Design bomb_time_setter, sky130hd; sources not shown.
==> images/power_grid.png <==
(6 px per um) Pins as bars on the die edge.
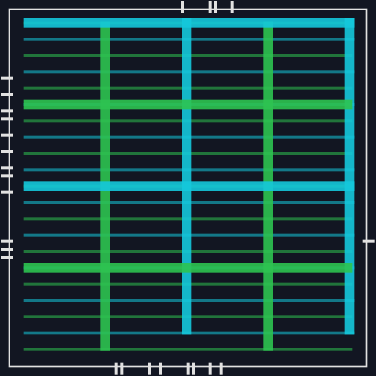
net	colour
VSS	green
VDD	cyan
met4 straps	4
met5 straps	4
signal pins	25
met1 rails	21
rows	20
IR drop worst, VDD: 223 uV
chip width: 59.3 um
die y size: 59.3 um
core area: 0.00298 mm^2

==> images/placement_by_type.png <==
(4 px per um) Fill, decap, tap and diode cells in grey.
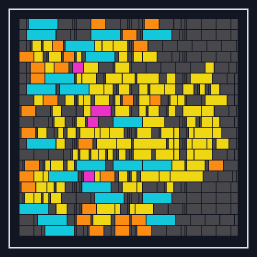
class	colour	cells
clock drivers and dummy loads	magenta	4
combinational and other logic	yellow	118
flops	cyan	22
other buffers and delay cells	orange	28
fin util: 56.3%
Seq/total area: 26.2%

==> images/clk_routes.png <==
(10 px per um)
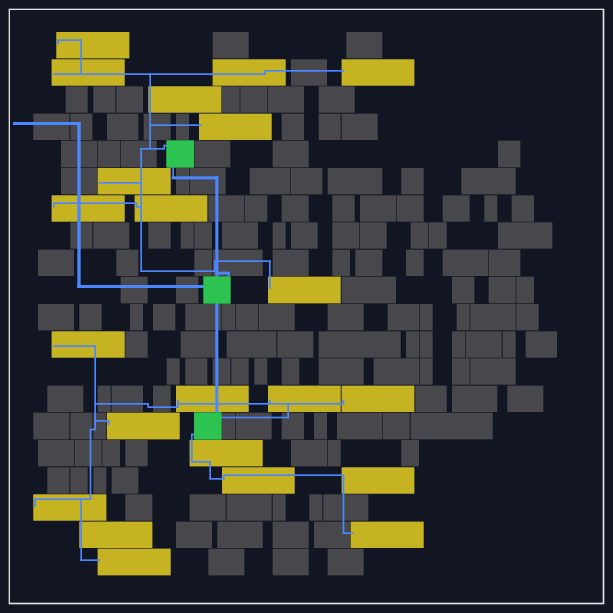
[clock drivers] green | count: 3
[clock wires] blue | length: 269 um
[flip-flops] yellow | count: 22
routed clock nets	4
clk pwr: 0.000166 W
clk_lat worst skew: 0.31 ns

==> images/wires.png <==
(6 px per um) Two of the layers only.
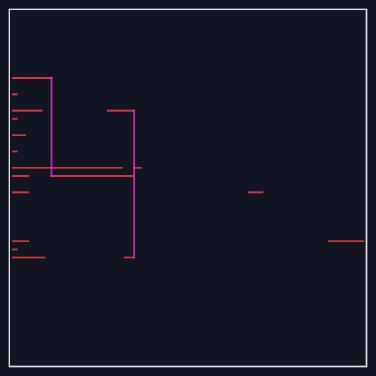
layer	colour	wire length
metal 4	magenta	40.8 um
metal 3	red	75.9 um
all-layer global routing usage: 19.2%
DR WL/cell: 14.9 um
Vias: 1,152
Detailed Route WL: 3.05 mm

==> images/placement.png <==
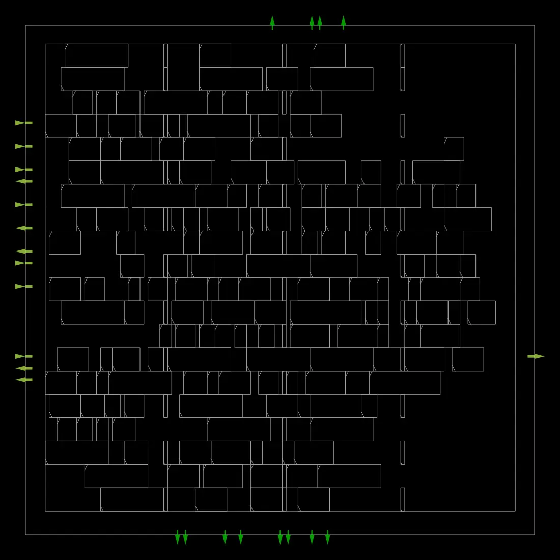
Tapcells: 33
non-filler cells, final: 205

==> flow_metrics.py <==
# Physical implementation metrics
metrics = {
    "run_status": {
        "status": "complete, no violations",
    },
    "route": {
        "drt_iter0_markers": 26,
        "wl_met2_mm": 1.51,
    },
    "timing": {
        "hold_slack_ns": 0.488,
        "finalWorstSetupSlack_ns": 0.305,
        "tightest_slew_ns": 0.615,
        "tns_ns": 0,
        "rsz0062_at_grt": "false",
    },
    "pwr": {
        "powerSeq_w": 0.000306,
        "swShare_pct": 26.0,
    },
    "layout": {
        "layout_top_cell": "clkdlybuf4s50_1",
        "num-nonclk-buffers": 28,
        "area_growth_syn_to_layout_pct": 22.0,
        "largest_reg_flops": 12,
        "final_cell_mix": "clkdlybuf4s50_1, dfxtp_1, nor2_1, mux2i_1, nand2b_1",
    },
    "clocking": {
        "cts_num_sinks": 22,
        "ctsHtreeMaxLevel": 1,
    },
    "global_routing": {
        "antenna_found_initial": 0,
        "grtUsageMet1_pct": 24.3,
        "top_usage_layer": "met2",
        "grt_pass1_vias": 1171,
    },
    "worst_setup_path": {
        "crit_family": "multiplexers",
        "r2r_setup_slack_ns": 0.31,
    },
    "floorplanning": {
        "rows": 20,
        "ios": 25,
    },
    "logic_synthesis": {
        "ys_sh_aoi_pct": 17.5,
        "ys_warn_count": 0,
        "ff_type": "dfxtp_1",
    },
    "placed_design": {
        "dp.final_hpwl_mm": 2.42,
        "dp.cells": 201,
        "portBuffers": 24,
    },
}
Power is estimated from default activity; no workload was simulated.
